Figure 1. Cell density map.
Scale: 2 px per um. 14 x 14 tiles, from dark purple (low) to yellow (high), 0 to 100% covered.
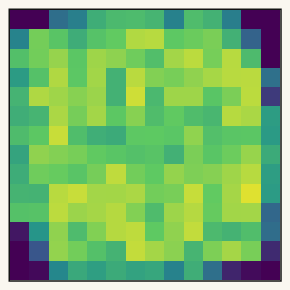
Figure 2. I/O nets highlighted.
Scale: 3 px per um.
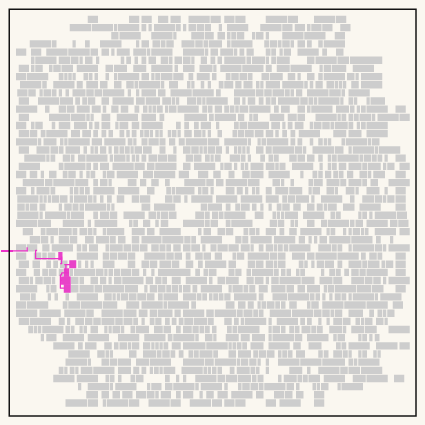
Figure 3. Gate-type map.
Scale: 3 px per um.
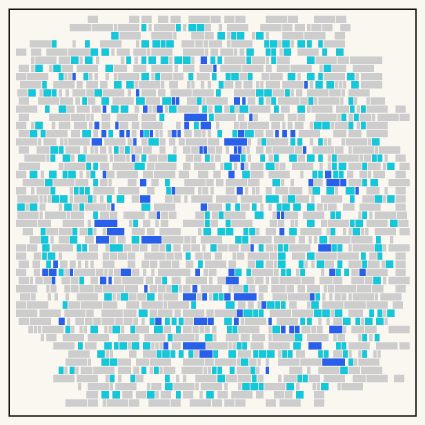
Figure 4. Sequential cells grouped by signal name.
Scale: 3 px per um. Other sequential cells in the stronger gray, the rest of the logic in the fainter gray.
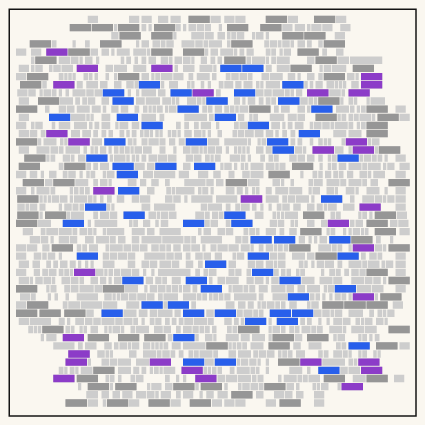
==> src/rtl/mtimer_pkg.sv <==
// ============================================================================
// Module : mtimer_pkg
// Brief  : Register offsets, CTRL bit positions and reset constants for mtimer.
// Rev    : 1.0
// ============================================================================
`default_nettype none

package mtimer_pkg;

    localparam logic [31:0] MTIME_LO    = 32'h00;
    localparam logic [31:0] MTIME_HI    = 32'h04;
    localparam logic [31:0] MTIMECMP_LO = 32'h08;
    localparam logic [31:0] MTIMECMP_HI = 32'h0C;
    localparam logic [31:0] CTRL        = 32'h10;

    localparam int CTRL_CNT_EN = 0;
    localparam int CTRL_IRQ_EN = 1;

    localparam logic [63:0] MTIMECMP_RST = 64'hFFFF_FFFF_FFFF_FFFF;

endpackage

`default_nettype wire

==> src/rtl/mtimer_prescaler.sv <==
// ============================================================================
// Module : mtimer_prescaler
// Brief  : Divides i_clk by CLK_DIV into a one-cycle tick while enabled.
// Rev    : 1.0
// ============================================================================
`default_nettype none

module mtimer_prescaler #(
    parameter int CLK_DIV = 1
) (
    input  logic i_clk,
    input  logic i_rst_n,
    input  logic i_en,
    input  logic i_clr,
    output logic o_tick
);

    localparam int            CW     = (CLK_DIV > 1) ? $clog2(CLK_DIV) : 1;
    localparam logic [CW-1:0] c_last = CW'(CLK_DIV - 1);

    logic [CW-1:0] r_cnt;

    assign o_tick = i_en & (r_cnt == c_last);

    // Counter sits at zero whenever disabled so re-enabling starts a full period.
    always_ff @(posedge i_clk) begin
        if (!i_rst_n) begin
            r_cnt <= '0;
        end else if (i_clr || !i_en || o_tick) begin
            r_cnt <= '0;
        end else begin
            r_cnt <= r_cnt + CW'(1);
        end
    end

endmodule

`default_nettype wire

==> src/rtl/mtimer.sv <==
// ============================================================================
// Module : mtimer
// Brief  : Machine timer with 64-bit mtime/mtimecmp behind a req/ack bus port.
// Rev    : 1.0
// ============================================================================
`default_nettype none

module mtimer
    import mtimer_pkg::*;
#(
    parameter int CLK_DIV = 1,
    parameter int ADDR_W  = 5
) (
    input  logic              i_clk,
    input  logic              i_rst_n,
    input  logic              i_req,
    input  logic              i_we,
    input  logic [ADDR_W-1:0] i_addr,
    input  logic [31:0]       i_wdata,
    output logic              o_ack,
    output logic              o_err,
    output logic [31:0]       o_rdata,
    output logic              o_t_irq
);

    logic [63:0] r_mtime;
    logic [63:0] r_mtimecmp;
    logic        r_cnt_en;
    logic        r_irq_en;
    logic [31:0] r_hi_shadow;
    logic        r_snap_valid;
    logic        r_ack;
    logic        r_err;
    logic [31:0] r_rdata;
    logic        r_irq;

    logic [31:0] w_off;
    logic        w_err;
    logic        w_ok;
    logic        w_wr;
    logic        w_rd;
    logic        w_wr_mlo;
    logic        w_wr_mhi;
    logic        w_wr_ctrl;
    logic        w_tick;
    logic [31:0] w_rd_val;

    assign w_off     = 32'(i_addr);
    assign w_err     = (i_addr[1:0] != 2'b00) || (w_off > CTRL);
    assign w_ok      = i_req & ~w_err;
    assign w_wr      = w_ok & i_we;
    assign w_rd      = w_ok & ~i_we;
    assign w_wr_mlo  = w_wr & (w_off == MTIME_LO);
    assign w_wr_mhi  = w_wr & (w_off == MTIME_HI);
    assign w_wr_ctrl = w_wr & (w_off == CTRL);

    mtimer_prescaler #(
        .CLK_DIV (CLK_DIV)
    ) u_prescaler (
        .i_clk   (i_clk),
        .i_rst_n (i_rst_n),
        .i_en    (r_cnt_en),
        .i_clr   (w_wr_ctrl & ~i_wdata[CTRL_CNT_EN]),
        .o_tick  (w_tick)
    );

    // A MTIME_HI read directly after a MTIME_LO read returns the half captured with LO.
    always_comb begin
        w_rd_val = 32'd0;
        case (w_off)
            MTIME_LO:    w_rd_val = r_mtime[31:0];
            MTIME_HI:    w_rd_val = r_snap_valid ? r_hi_shadow : r_mtime[63:32];
            MTIMECMP_LO: w_rd_val = r_mtimecmp[31:0];
            MTIMECMP_HI: w_rd_val = r_mtimecmp[63:32];
            CTRL:        w_rd_val = {30'd0, r_irq_en, r_cnt_en};
            default:     w_rd_val = 32'd0;
        endcase
    end

    always_ff @(posedge i_clk) begin
        if (!i_rst_n) begin
            r_mtime      <= 64'd0;
            r_mtimecmp   <= MTIMECMP_RST;
            r_cnt_en     <= 1'b1;
            r_irq_en     <= 1'b1;
            r_hi_shadow  <= 32'd0;
            r_snap_valid <= 1'b0;
            r_ack        <= 1'b0;
            r_err        <= 1'b0;
            r_rdata      <= 32'd0;
            r_irq        <= 1'b0;
        end else begin
            // A software write to either mtime half wins over the tick that cycle.
            if (w_tick && !w_wr_mlo && !w_wr_mhi) begin
                r_mtime <= r_mtime + 64'd1;
            end
            if (w_wr_mlo) r_mtime[31:0]  <= i_wdata;
            if (w_wr_mhi) r_mtime[63:32] <= i_wdata;
            if (w_wr && (w_off == MTIMECMP_LO)) r_mtimecmp[31:0]  <= i_wdata;
            if (w_wr && (w_off == MTIMECMP_HI)) r_mtimecmp[63:32] <= i_wdata;
            if (w_wr_ctrl) begin
                r_cnt_en <= i_wdata[CTRL_CNT_EN];
                r_irq_en <= i_wdata[CTRL_IRQ_EN];
            end

            if (w_ok) begin
                if (w_rd && (w_off == MTIME_LO)) begin
                    r_hi_shadow  <= r_mtime[63:32];
                    r_snap_valid <= 1'b1;
                end else begin
                    r_snap_valid <= 1'b0;
                end
            end

            r_ack   <= i_req;
            r_err   <= i_req & w_err;
            r_rdata <= w_rd ? w_rd_val : 32'd0;
            r_irq   <= r_irq_en & (r_mtime >= r_mtimecmp);
        end
    end

    assign o_ack   = r_ack;
    assign o_err   = r_err;
    assign o_rdata = r_rdata;
    assign o_t_irq = r_irq;

endmodule

`default_nettype wire

==> config.mk <==
export PLATFORM = sky130hd
export DESIGN_NAME = mtimer
export DESIGN_NICKNAME = d
export VERILOG_FILES = /design/src/rtl/mtimer_pkg.sv /design/src/rtl/mtimer_prescaler.sv /design/src/rtl/mtimer.sv
export SDC_FILE = /design/constraint.sdc
export NUM_CORES = 1
export LEC_CHECK = 0
export CAP_MARGIN = 20
export CORE_MARGIN = 1.5
export CORE_UTILIZATION = 61
export CTS_BUF_LIST = sky130_fd_sc_hd__clkbuf_2 sky130_fd_sc_hd__clkbuf_4 sky130_fd_sc_hd__clkbuf_8
export DETAILED_ROUTE_END_ITERATION = 10
export PLACE_DENSITY = 0.82
export SYNTH_ARGS = -nofsm -noshare
export SYNTH_HDL_FRONTEND = slang
export SYNTH_SLANG_ARGS = --single-unit
==> constraint.sdc <==
create_clock -name i_clk -period 2.4 [get_ports i_clk]
set_input_delay 0.36 -clock i_clk [delete_from_list [all_inputs] [get_ports i_clk]]
set_output_delay 0.36 -clock i_clk [all_outputs]
set_load 0.05 [all_outputs]
==> qor.yml <==
timing:
  fin_crit_ps: 2290
  rsz0062_at_grt: "false"
  clock_skew_ps: 11.7
  slew_headroom_pct: 55.5
  maxSlewViolCount: 0
  hold_ws_ps: 368
  setup_viol: 0
clock_tree:
  clock_path_buffers: 2
  h-tree-depth: 4
power_and_ir_drop:
  vdd_drop_max_uv: 382
  power-top-group: "sequential cells"
  p_leak_nw: 5.18
drt:
  vias_per_cell: 6.43
  wl_mm: 33.0
  drcViolationCount: 0
  wl_met1_mm: 13.5
  route.detailed.wl_per_inst_um: 20.0
  highest_layer: "met4"
  num_vias: 10600
  ant_nets: 0
min_path:
  whs_path_depth: 3
  hold_class: "in2reg"
critical_path:
  critPathTopFamily: "simple AND/OR/NAND/NOR gates"
  path_common_cell: "buf_4"
  path_buffers: 2
  worstPathRequired_ps: 2780
global_routing:
  gr-usage-met3_pct: 7.21
  globalRoute.totalOverflow: 0
  grt_first_pass_wirelength_mm: 52.3
job:
  cap_violations: 0
  warnings: 26
layout:
  sh_seq_area_pct: 31.3
  comb_area_um2: 6050
  drive_above_1_share_pct: 14.9
  clkCellAreaFrac_pct: 3.04
  final_common_cell: "nand2_1"
  fin_area_um2: 12700
  buffer_area_share_pct: 13.8
yosys:
  fp_nets: 1398
  syn_inst: 1292
  ys_sh_xor_pct: 2.72
die:
  fp_util_pct: 61.9
  die_x_um: 135
outcome:
  status: "complete, no violations"
-- Figure 1 (at the start) --
4.6% of the tiles are nearly empty. The fullest tile reaches 95%. 48% of the tiles are over 75% full.

-- Figure 2 (at the start) --
i_req: drawn in magenta, bits 1, direction input, edge left, end cells 5, wire 35.5 um.

-- Figure 3 (at the start) --
aoi and oai cells: drawn in cyan, cells 375, where spread over the die. nor cells: drawn in blue, cells 101.

-- Figure 4 (at the start) --
r_hi_shadow: drawn in purple, flops 32, where spread over the die. r_mtime: drawn in blue, flops 64.

Power figures rest on the tool's default switching activity, not on a simulated workload.
